**Cell placement**

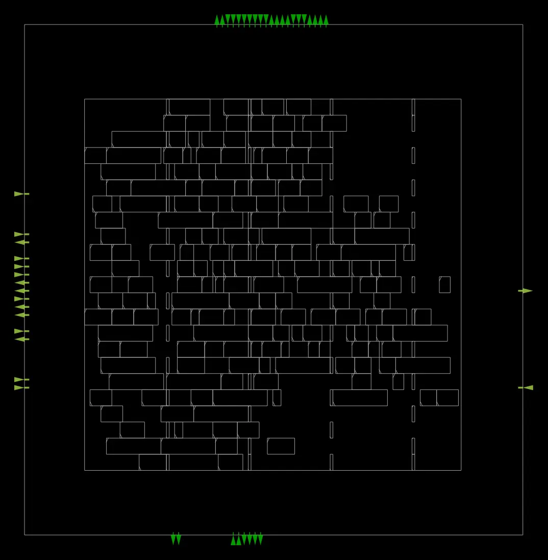
**Signal wires by layer**

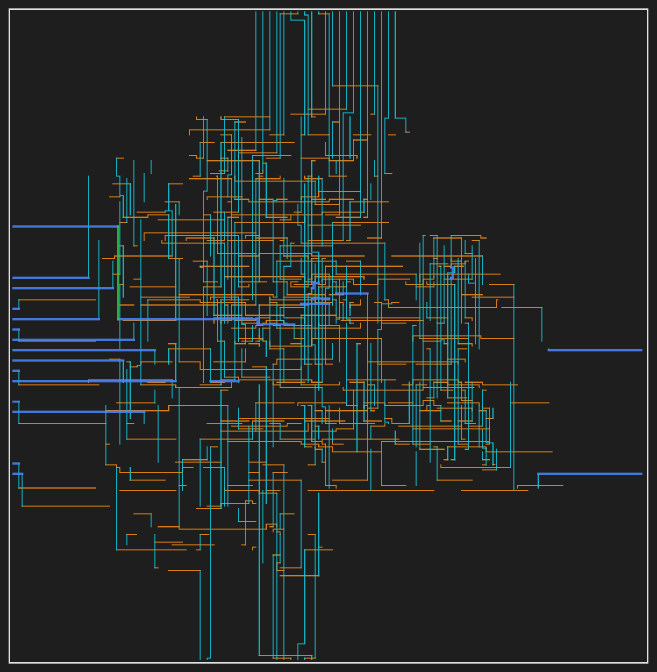
===== config.mk =====
export PLATFORM = sky130hd
export DESIGN_NAME = ft2232h_fifo_arbiter
export DESIGN_NICKNAME = d
export VERILOG_FILES = /design/src/rtl/ft2232h_fifo_arbiter.sv
export SDC_FILE = /design/constraint.sdc
export NUM_CORES = 1
export LEC_CHECK = 0
export CORE_AREA = 10 10 74 76
export DETAILED_ROUTE_END_ITERATION = 7
export DIE_AREA = 0 0 84 86
export SYNTH_ARGS = -nofsm -noshare
export SYNTH_HDL_FRONTEND = slang
export SYNTH_SLANG_ARGS = --single-unit

===== constraint.sdc =====
create_clock -name clk -period 1.6 [get_ports clk]
set_clock_uncertainty 0.2 [all_clocks]
set_input_delay 0.24 -clock clk [delete_from_list [all_inputs] [get_ports clk]]
set_output_delay 0.24 -clock clk [all_outputs]
set_load 0.005 [all_outputs]

===== src/rtl/ft2232h_fifo_arbiter.sv =====
// FT2232H synchronous-FIFO pin controller: round-robin RX/TX bus sharing
// with a per-grant burst cap and OE/RD and RD/WR bus turnaround cycles.
module ft2232h_fifo_arbiter #(
    parameter int MAX_BURST = 512,
    parameter int CNT_W     = 10
) (
    input  logic       clk,
    input  logic       reset,
    input  logic       enable,
    input  logic       rxf_n,
    input  logic       txe_n,
    input  logic [7:0] data_in,
    output logic       rd_n,
    output logic       oe_n,
    output logic       wr_n,
    output logic [7:0] data_out,
    output logic       data_oe,
    input  logic       rx_afull,
    output logic       rx_valid,
    output logic [7:0] rx_data,
    input  logic       tx_valid,
    input  logic [7:0] tx_data,
    output logic       tx_ready,
    output logic       busy
);

    typedef enum logic [2:0] {
        S_IDLE,
        S_RX_OE,
        S_RX_RD,
        S_RX_END,
        S_TX_WR
    } state_t;

    localparam logic [CNT_W-1:0] LAST = CNT_W'(MAX_BURST - 1);

    state_t           state_q, state_d;
    logic             last_tx_q, last_tx_d;
    logic [CNT_W-1:0] cnt_q, cnt_d;
    logic             rx_valid_q, rx_valid_d;
    logic [7:0]       rx_data_q, rx_data_d;
    logic             rx_req, tx_req;

    assign rx_req = ~rxf_n & ~rx_afull;
    assign tx_req = ~txe_n & tx_valid;

    always_ff @(posedge clk or negedge reset) begin
        if (!reset) begin
            state_q    <= S_IDLE;
            last_tx_q  <= 1'b1;
            cnt_q      <= '0;
            rx_valid_q <= 1'b0;
            rx_data_q  <= 8'h00;
        end else begin
            state_q    <= state_d;
            last_tx_q  <= last_tx_d;
            cnt_q      <= cnt_d;
            rx_valid_q <= rx_valid_d;
            rx_data_q  <= rx_data_d;
        end
    end

    always_comb begin
        state_d    = state_q;
        last_tx_d  = last_tx_q;
        cnt_d      = cnt_q;
        rx_valid_d = 1'b0;
        rx_data_d  = rx_data_q;
        rd_n       = 1'b1;
        oe_n       = 1'b1;
        wr_n       = 1'b1;
        data_oe    = 1'b0;
        data_out   = 8'h00;
        tx_ready   = 1'b0;
        unique case (state_q)
            S_IDLE: begin
                cnt_d = '0;
                // On a tie the side that did not hold the last grant wins
                if (enable) begin
                    if (rx_req && (!tx_req || last_tx_q)) begin
                        state_d   = S_RX_OE;
                        last_tx_d = 1'b0;
                    end else if (tx_req) begin
                        state_d   = S_TX_WR;
                        last_tx_d = 1'b1;
                    end
                end
            end
            S_RX_OE: begin
                oe_n    = 1'b0;
                state_d = S_RX_RD;
            end
            S_RX_RD: begin
                oe_n = 1'b0;
                rd_n = ~rx_req;
                if (rx_req) begin
                    rx_data_d  = data_in;
                    rx_valid_d = 1'b1;
                    cnt_d      = cnt_q + 1'b1;
                end
                if (!rx_req || !enable || cnt_q == LAST) begin
                    state_d = S_RX_END;
                end
            end
            S_RX_END: begin
                state_d = S_IDLE;
            end
            S_TX_WR: begin
                data_oe  = 1'b1;
                data_out = tx_data;
                wr_n     = ~tx_req;
                tx_ready = tx_req;
                if (tx_req) begin
                    cnt_d = cnt_q + 1'b1;
                end
                if (!tx_req || !enable || cnt_q == LAST) begin
                    state_d = S_IDLE;
                end
            end
            default: begin
                state_d = S_IDLE;
            end
        endcase
    end

    assign rx_valid = rx_valid_q;
    assign rx_data  = rx_data_q;
    assign busy     = (state_q != S_IDLE);

endmodule


==> notes.md <==
flow finished, numbers: Max transition margin=78.27%, routability congestion estimate from global placement=0.7215, non-clock buffer total of the final layout=78, min-delay worst type=input pin to asynchronous set/reset pin, largest cell class by area=buffers, DP Cell Count=217, Worst EP required=1160 ps, first-pass GRT wire length=6.134 mm, number of CTS-inserted buffers=3, DIE HEIGHT=86 µm, clock-pin slew reported for the worst setup and hold paths after clock tree synthesis=90 ps, number of design-rule violations left by the first detailed-router iteration=72, remaining routing DRC violations=0, count of hold-fix buffers inserted at cts=0, layout overhead on the synthesized area=87.57%, power share of the sequential group=31.7%, remaining antenna violation count=0, yosys cell count=110, effective utilization at floorplan=29.14%, total negative slack for setup checks=-6215 ps, top post-synthesis cells by area=sky130_fd_sc_hd__dfrtp_1 48%, sky130_fd_sc_hd__mux2_2 8.8%, sky130_fd_sc_hd__and2_1 4.3%, total count of hold-check failures in the final report=0, Final Max-Slew Violation Tally=0, end-of-flow core utilization=54.66%, tool warning count=28, Global Route met2 Usage=18.19%, master cell of the clock root buffer=sky130_fd_sc_hd__clkbuf_8, Comb area share=32.10%, Peak Freq=0.5398 GHz, largest area contributor in the synthesized netlist=sky130_fd_sc_hd__dfrtp_1, DPL Wire Length=2.723 mm, tally of filler cells in the layout=337, vias in the first global route=1190, Tap Count=50, share of post-route cells with drive strength above 1=50.80%, Skew-Pair Late Insertion Delay=270 ps, pwr dens=1258 nW/µm², via density per instance=4.916, layer carrying the most global-route usage=met2, Worst setup SP type=flop, number of multi-input combinational cells=77, gr usage total=10.10%, net switching fraction of the power=34.12%, class of the most critical setup path=flop to output pin, number of levels in the clock H-tree=1, Std-Cell Core Area=3971 µm², uppermost routed layer=met4, mean routed wirelength per cell=17.44 µm, Mapped Nets=134, Final Net Count=212, Final Setup Violations=34, Arrival @ worst endpoint=1410 ps, Max Fanout on Critical Path=5, async set-reset flop share out of synthesis=100.0%, metal2 WL=2.302 mm, maximum number of pins on one net before global-route repair=24, worst setup slack after layout=-252.7 ps, overflow left after global routing=0, total detailed-routing wirelength=4.134 mm, combinational power share=54.4%, die area=7224 µm², Die X-Extent=84 µm, count of port buffers added during placement=45, maximum buffer depth of the clock tree=2, result of the run=finished, violations left, Internal=0.001799 W, number of register bits inferred by synthesis=23, IO Pins=46, Sequential cell area=576.8 µm², P_leak=1.031 nW, number of antenna violations at the first check in global routing=0, synthesized area per cell=10.52 µm², Max-Cap Viols=0, TritonCTS clock tree=built, logic area=696.9 µm², min cycle time layout=1853 ps, wire length on met3=207 µm, met3 track demand over resource in global routing=3.311%, Antenna Cells=0, endpoint class of the critical path=output pin, Tightest Pin Transition=324.4 ps, summed area of non-filler cells in the final layout=2171 µm², worst slack, placed=-449.8 ps, clock-cell share of area=2.248%, Worst VDD drop=0.6233 mV, Num Clock Sinks=23, M1 WL=1.612 mm, violated checks=negative setup slack, number of ordinary inverters in the final layout=5, power consumption=0.002731 W, P_sw=0.0009318 W, part of the power in the clock network=13.9%, Clock buffer cells=3, Pre-Repair DR Iteration Count=4, chip area line of the yosys report=1157 µm², unrepaired setup endpoints after global routing=true, placed cell area=1759 µm², top area contributor share=47.57%, number of warning messages in the yosys log=0, netlist area before placement=1157 µm², Syn Inst Count=110, signal buffers share of area=35.33%, primary flip-flop cell chosen by synthesis mapping=sky130_fd_sc_hd__dfrtp_1, fraction of met1 tracks used by global routing=11.44%, Hold Worst Slack=123.8 ps, count of library flops with an enable pin=0, routed via count=1165, Synth cell types=35, Period Utilization, post-route=115.8%, Synth Seq Share=49.84%
Notes on 'cell placement' above:
Rows: 23
Final Non-Filler Cells: 237
Flop Count: 23
register fraction of the total cell area: 26.57%

Notes on 'signal wires by layer' above:
Key: green = metal 4 [wire length 12.2 µm]; orange = metal 1 [wire length 1610 µm]; blue = metal 3 [wire length 207 µm]; cyan = metal 2 [wire length 2300 µm]

cells by family after synthesis:
logic type	share of synthesized area (%)
AOI/OAI and AO/OA	12.87
xor gates and xnor gates	0.7569
adders and majority gates	1.081
and+or+nand+nor	21.73
buffers and inverters	4.973
muxes	8.757
DFF	49.84
cell usage in the layout, fill, tap and decap left out, types with 3 or more instances in the layout:
cell type	netlist	final
sky130_fd_sc_hd__buf_6	1	24
sky130_fd_sc_hd__clkdlybuf4s50_1	0	23
sky130_fd_sc_hd__dfrtp_1	22	22
sky130_fd_sc_hd__buf_4	0	18
sky130_fd_sc_hd__mux2_2	9	8
sky130_fd_sc_hd__and2_4	0	7
sky130_fd_sc_hd__a21oi_2	0	7
sky130_fd_sc_hd__dlymetal6s2s_1	0	7
sky130_fd_sc_hd__nand2_1	6	5
sky130_fd_sc_hd__nand3_1	6	5
sky130_fd_sc_hd__o31ai_1	5	5
sky130_fd_sc_hd__inv_1	5	4
sky130_fd_sc_hd__buf_2	2	4
sky130_fd_sc_hd__o21ai_0	5	3
sky130_fd_sc_hd__or3_4	0	3
sky130_fd_sc_hd__or4_4	0	3
sky130_fd_sc_hd__clkbuf_8	1	3
worst paths after layout:
| path | slack [ps] | endpoint | cells after the start | from |
|---|---|---|---|---|
| hold reg to reg | 290 | last_tx_q | 2 | last_tx_q |
| setup / recovery | -250 | data_out[1] | 5 | state_q[1] |
| setup reg to reg | -240 | cnt_q[5] | 7 | state_q[2] |
| min in group clk | 290 | last_tx_q | 2 | last_tx_q |
| max in group asynchronous | 790 | last_tx_q | 2 | reset |
| hold / removal | 120 | cnt_q[4] | 2 | reset |
timing repair:
action / CTS / global route
gates resized: 94 / 43
setup buffers: 9 / 6
setup endpoints to repair: 35 / 42
pin swaps: 18 / 10
gates cloned: 2 / 0
registers in the layout, summed over array words and instances, names as in the netlist:
register,cells
cnt_q,10
last_tx_q,1
rx_data,8
rx_valid,1
state_q,3
power groups by stage:
stage          sequential (W)  clock [W]  combinational (W)
2_1_floorplan        0.000862          0           0.000460
6_report             0.000865   0.000379            0.00149
3_5_place_dp         0.000861          0            0.00105
5_1_grt              0.000886   0.000424            0.00160
4_1_cts              0.000859   0.000381            0.00138
3_3_place_gp         0.000845          0            0.00102
cells in the mapped netlist, types with 2 or more instances:
library cell and n:
sky130_fd_sc_hd__mux2_2 9, sky130_fd_sc_hd__and2_1 8, sky130_fd_sc_hd__or4_1 5, sky130_fd_sc_hd__o31ai_1 5
sky130_fd_sc_hd__nand3_1 6, sky130_fd_sc_hd__and4_1 2, sky130_fd_sc_hd__dfrtp_1 22, sky130_fd_sc_hd__a21oi_1 9
sky130_fd_sc_hd__nand2_1 6, sky130_fd_sc_hd__buf_2 2, sky130_fd_sc_hd__o21ai_0 5, sky130_fd_sc_hd__nor2_1 3
sky130_fd_sc_hd__or3_1 2, sky130_fd_sc_hd__inv_1 5
critical path: stages, from the launching register on:
cell	delay [ps]
sky130_fd_sc_hd__dfrtp_1	430
sky130_fd_sc_hd__nor3b_4	220
sky130_fd_sc_hd__buf_4	150
sky130_fd_sc_hd__buf_6	110
sky130_fd_sc_hd__and2_4	140
sky130_fd_sc_hd__buf_6	90
Power is estimated from default activity; no workload was simulated.
